run_1/sizes.png
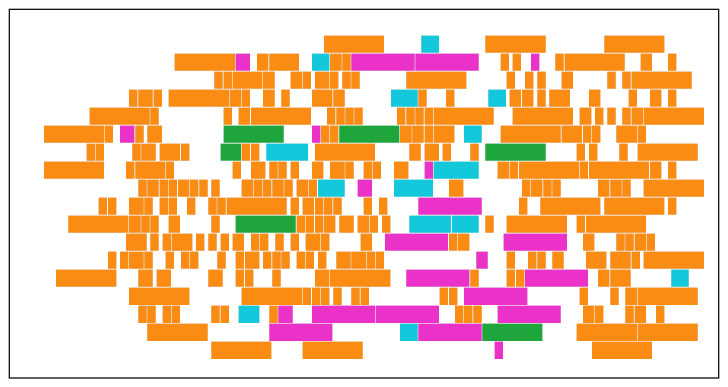
run_1/layer_met2.png
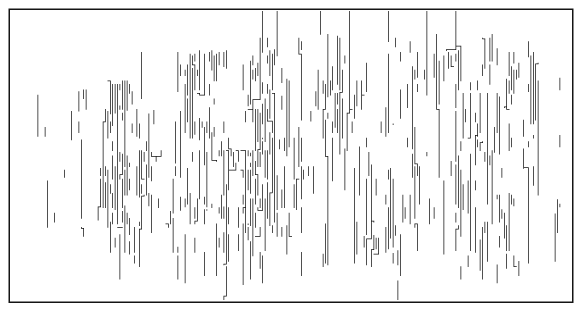
run_1/logic_types.png
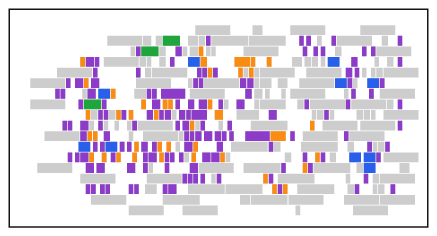
run_1/clocks.png
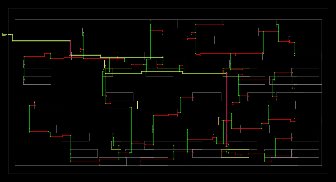
Design ps2_receiver, sky130hd; sources not shown.
==> metrics.cfg, run 1 <==
[cts]
cts.repair.resized=0
clock-root-buffer=clkbuf_16
cts_sinks=52
cts-buffers-inserted=5
clkTransAtPathRegs_ns=0.07

[finish]
layout_top_cells=97 x nand2_1, 39 x dfrtp_1, 38 x inv_1
nNonClkInverters=42
ff_count=52
drive_above_1_share=0.127
post-route-util=0.572
nets=339
largest_class=sequential cells
largest_reg_flops=13
regArea_mm2=0.00132
nMultiInputCombCells=224
seq_share=0.459

[synth]
syn_area_mm2=0.00265
top_cell_area_share=0.368
synthSimpleGateAreaFrac=0.302
synth_cells=326
synthMostInstantiatedCell=nand2_1
ys_sh_mux=0
ys_types=29
ys_area_mm2=0.00265
yosys_warnings=0
ff_type=dfrtp_1
top_logic_kind=simple AND/OR/NAND/NOR gates
ys_async_sr_fraction=1.00
yosys-top-cells-count=97 x nand2_1, 39 x dfrtp_1, 39 x inv_1, 37 x nor2_1, 21 x o21ai_0
ys_seq_share=0.497
top_area_cell=dfrtp_1
top_cells_by_area=dfrtp_1 37%, nand2_1 14%, dfstp_2 13%
ys_cells=326

[floorplanning]
n_tap_cell=70
std_cell_rows=18
fp.dieH_um=55.5
core_mm2=0.00502
initial_core_util=0.528
chipWidth_um=107
ios=18

[place]
port_buffers=0
placed_cells=394
gp_congestion=0.872
post_dp_cell_area_mm2=0.00272
place_hpwl_um=3430

[worst_hold_path]
hold_path_depth=0
hold_class=register to register

[setup_path]
critPathKind=register to output port
worst-path-buf-inv=1
crit_arrival_ns=1.88
path_common_cell=nand2_1
ff2ff_setup_slack_ns=1.42
worst_path_max_delay_cell=dfstp_2
end_kind=output port

[grt]
grt_use_met2=0.289
grt.overflow.total=0
grt.busiest_layer=met2
grt_pass1_vias=1895
grt_pass1_wl_um=8840
antenna_found_initial=0
grt_max_degree=24
grt_use_met3=0.0472
grt_usage=0.185

[flow_run]
drv_cap=0

[route]
dr_wl_met2_um=2230
dr.pass1.iters=4
wl_met1_um=2390
wl_per_cell_um=12.1
top_layer_used=met4
wl_met3_um=208
drtIter0Drc=164

[power]
p_comb_mw=0.0291
p_per_area_mw_per_mm2=412
power_mw=1.18
switching_power_mw=0.263
ir_worst_vdd_mv=0.237
power.leakage_nw=1.29
maxPowerGroup=registers
p_comb_frac=0.025

[sta]
slew_viol_final=0
whs_ns=0.351
setup_viol=0
timing.fmax_ghz=0.346
hold_viol=0
worstMarginPinSlew_ns=0.548
tns_ns=0
min_period_ns=2.89

[run_status]
status=completed

Notes on sizes.png above:
size	colour	cells	share	most used
_2 cells	magenta	22	6.6%	dfstp_2
_0 and _1 cells	orange	290	87%	nand2_1
_6 and larger	green	6	1.8%	clkbuf_16
_3 and _4 cells	cyan	14	4.2%	buf_4
worst setup margin: 0.496 ns
bufs w/o clock: 6
Syn-to-layout area delta: 8.36%
fin area: 0.00287 mm2

Notes on layer_met2.png above:
main direction	vertical
wire length on this layer	2,230 um
final WL: 4850 um
via count: 2,046

Notes on logic_types.png above:
family	colour	cells	most used
xor and xnor cells	blue	10	xor2_1
nand cells	purple	137	nand2_1
fa/ha/maj cells	green	3	ha_1
nor cells	orange	41	nor2_1
Post-Layout Cell Count: 402
logic share of the area: 0.389
dominant logic cell type in the layout: nand2_1

Notes on clocks.png above:
Power Clock: 0.511 mW
clock skew: 0.00541 ns
worst-skew pair later-pin latency: 0.29 ns

run_1/placement_by_type.png
Bar = 20 um. Fill, decap, tap and diode cells in grey.
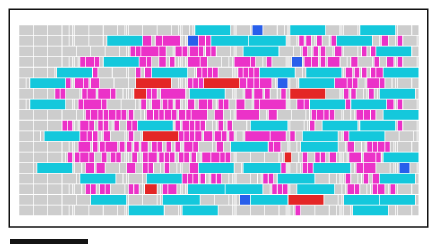

==> inputs of run 2 (changes only) <==
--- a/config.mk
+++ b/config.mk
@@ -7,7 +7,6 @@
 export LEC_CHECK = 0
 export ABC_AREA = 1
 export CORE_ASPECT_RATIO = 0.5
-export CORE_MARGIN = 2
 export CORE_UTILIZATION = 50
 export CTS_BUF_LIST = sky130_fd_sc_hd__clkbuf_16
 export CTS_CLUSTER_DIAMETER = 60
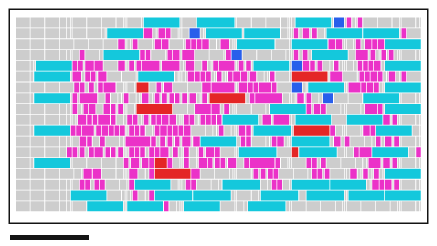
run_2/placement_by_type.png
Bar = 20 um. Fill, decap, tap and diode cells in grey.
class	colour	cells	share of their area
sequential cells	cyan	52	47%
clock drivers and dummy loads	red	8	5.3%
combinational and other logic	magenta	266	46%
remaining buffers and delay cells	blue	6	1.6%
site row count: 18
flop share of the area: 0.459
post-layout util: 0.574

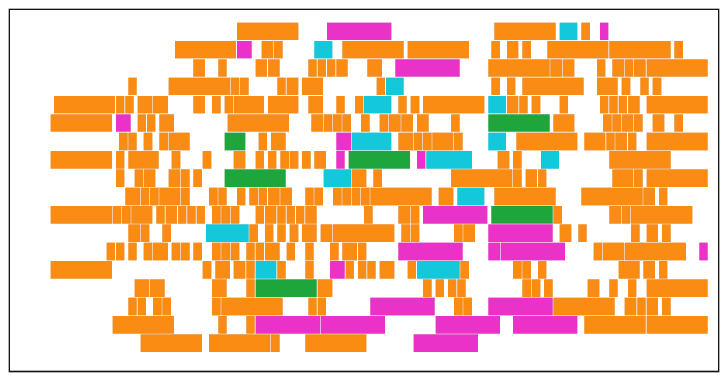
run_2/sizes.png
worst setup margin: 0.550 ns

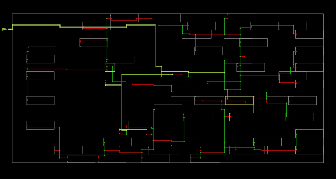
run_2/clocks.png
clock sinks: 52
Power Clock: 0.506 mW
clock skew: 0.00613 ns
Num CTS Buffers: 5

==> metrics.cfg, run 2 <==
[route]
wl_met1_um=2430  ; +1.8%
top_layer_used=met4
via_count=2038  ; -0.39%
wl_per_cell_um=12.2  ; +0.70%
drtIter0Drc=151  ; -7.9%
dr_wl_met2_um=2240  ; +0.63%

[finish]
nMultiInputCombCells=224  ; unchanged
nNonClkInverters=42  ; unchanged
ff_count=52  ; unchanged
buffers=6  ; unchanged
sh_comb_area=0.389  ; unchanged
finalInstanceArea_mm2=0.00287  ; unchanged
syn2layout_area_growth_pct=8.36  ; unchanged
nets=339  ; unchanged
regArea_mm2=0.00132  ; unchanged
layout_top_cells=97 x nand2_1, 39 x dfrtp_1, 38 x inv_1
lay_top_count=nand2_1
final_cells=402  ; unchanged

[place]
post_dp_cell_area_mm2=0.00272  ; unchanged
placed_cells=394  ; unchanged
gp_congestion=0.845  ; -3.1%
port_buffers=0  ; unchanged
place_hpwl_um=3440  ; +0.35%

[setup_path]
critPathKind=register to output port
worst_path_max_delay_cell=dfstp_2
crit_arrival_ns=1.82  ; -0.06 ns
worst-path-buf-inv=1  ; unchanged
path_common_cell=nand2_1

[floorplanning]
initial_core_util=0.530  ; +0.00238
n_tap_cell=70  ; unchanged
ios=18  ; unchanged
chipWidth_um=105  ; -1.9%
fp.dieH_um=53.5  ; -3.6%
core_mm2=0.00500  ; -0.45%

[synth]
ys_cells=326  ; unchanged
synthMostInstantiatedCell=nand2_1
syn_area_mm2=0.00265  ; unchanged
top_cell_area_share=0.368  ; unchanged
yosys_warnings=0  ; unchanged
ys_seq_share=0.497  ; unchanged
ys_async_sr_fraction=1.00  ; unchanged
synth_cells=326  ; unchanged
ys_types=29  ; unchanged
ys_area_mm2=0.00265  ; unchanged
ys_sh_mux=0  ; unchanged
top_area_cell=dfrtp_1
ff_type=dfrtp_1
yosys-top-cells-count=97 x nand2_1, 39 x dfrtp_1, 39 x inv_1, 37 x nor2_1, 21 x o21ai_0
top_cells_by_area=dfrtp_1 37%, nand2_1 14%, dfstp_2 13%

[sta]
hold_viol=0  ; unchanged
whs_ns=0.356  ; +0.00529 ns
slew_viol_final=0  ; unchanged
tns_ns=0  ; unchanged
min_period_ns=2.84  ; -0.0543 ns

[power]
p_comb_mw=0.0282  ; -3%
p_comb_frac=0.024  ; about the same
power_mw=1.18  ; -0.49%
p_per_area_mw_per_mm2=410  ; -0.49%
maxPowerGroup=registers
switching_power_mw=0.257  ; -2.2%
ir_worst_vdd_mv=0.204  ; -14%
power.leakage_nw=1.29  ; unchanged

[grt]
grt.overflow.total=0  ; unchanged
antenna_found_initial=0  ; unchanged
grt_pass1_vias=1832  ; -3.3%
grt_usage=0.194  ; +0.00905
grt.busiest_layer=met2
grt_use_met3=0.0493  ; +0.00204
grt_pass1_wl_um=8380  ; -5.1%

[run_status]
status=completed

[cts]
clkTransAtPathRegs_ns=0.07  ; about the same
clock-root-buffer=clkbuf_16
clkLatencyLatePin_ns=0.29  ; about the same
cts.repair.resized=0  ; unchanged

[worst_hold_path]
hold_class=register to register

Power figures rest on the tool's default switching activity, not on a simulated workload.
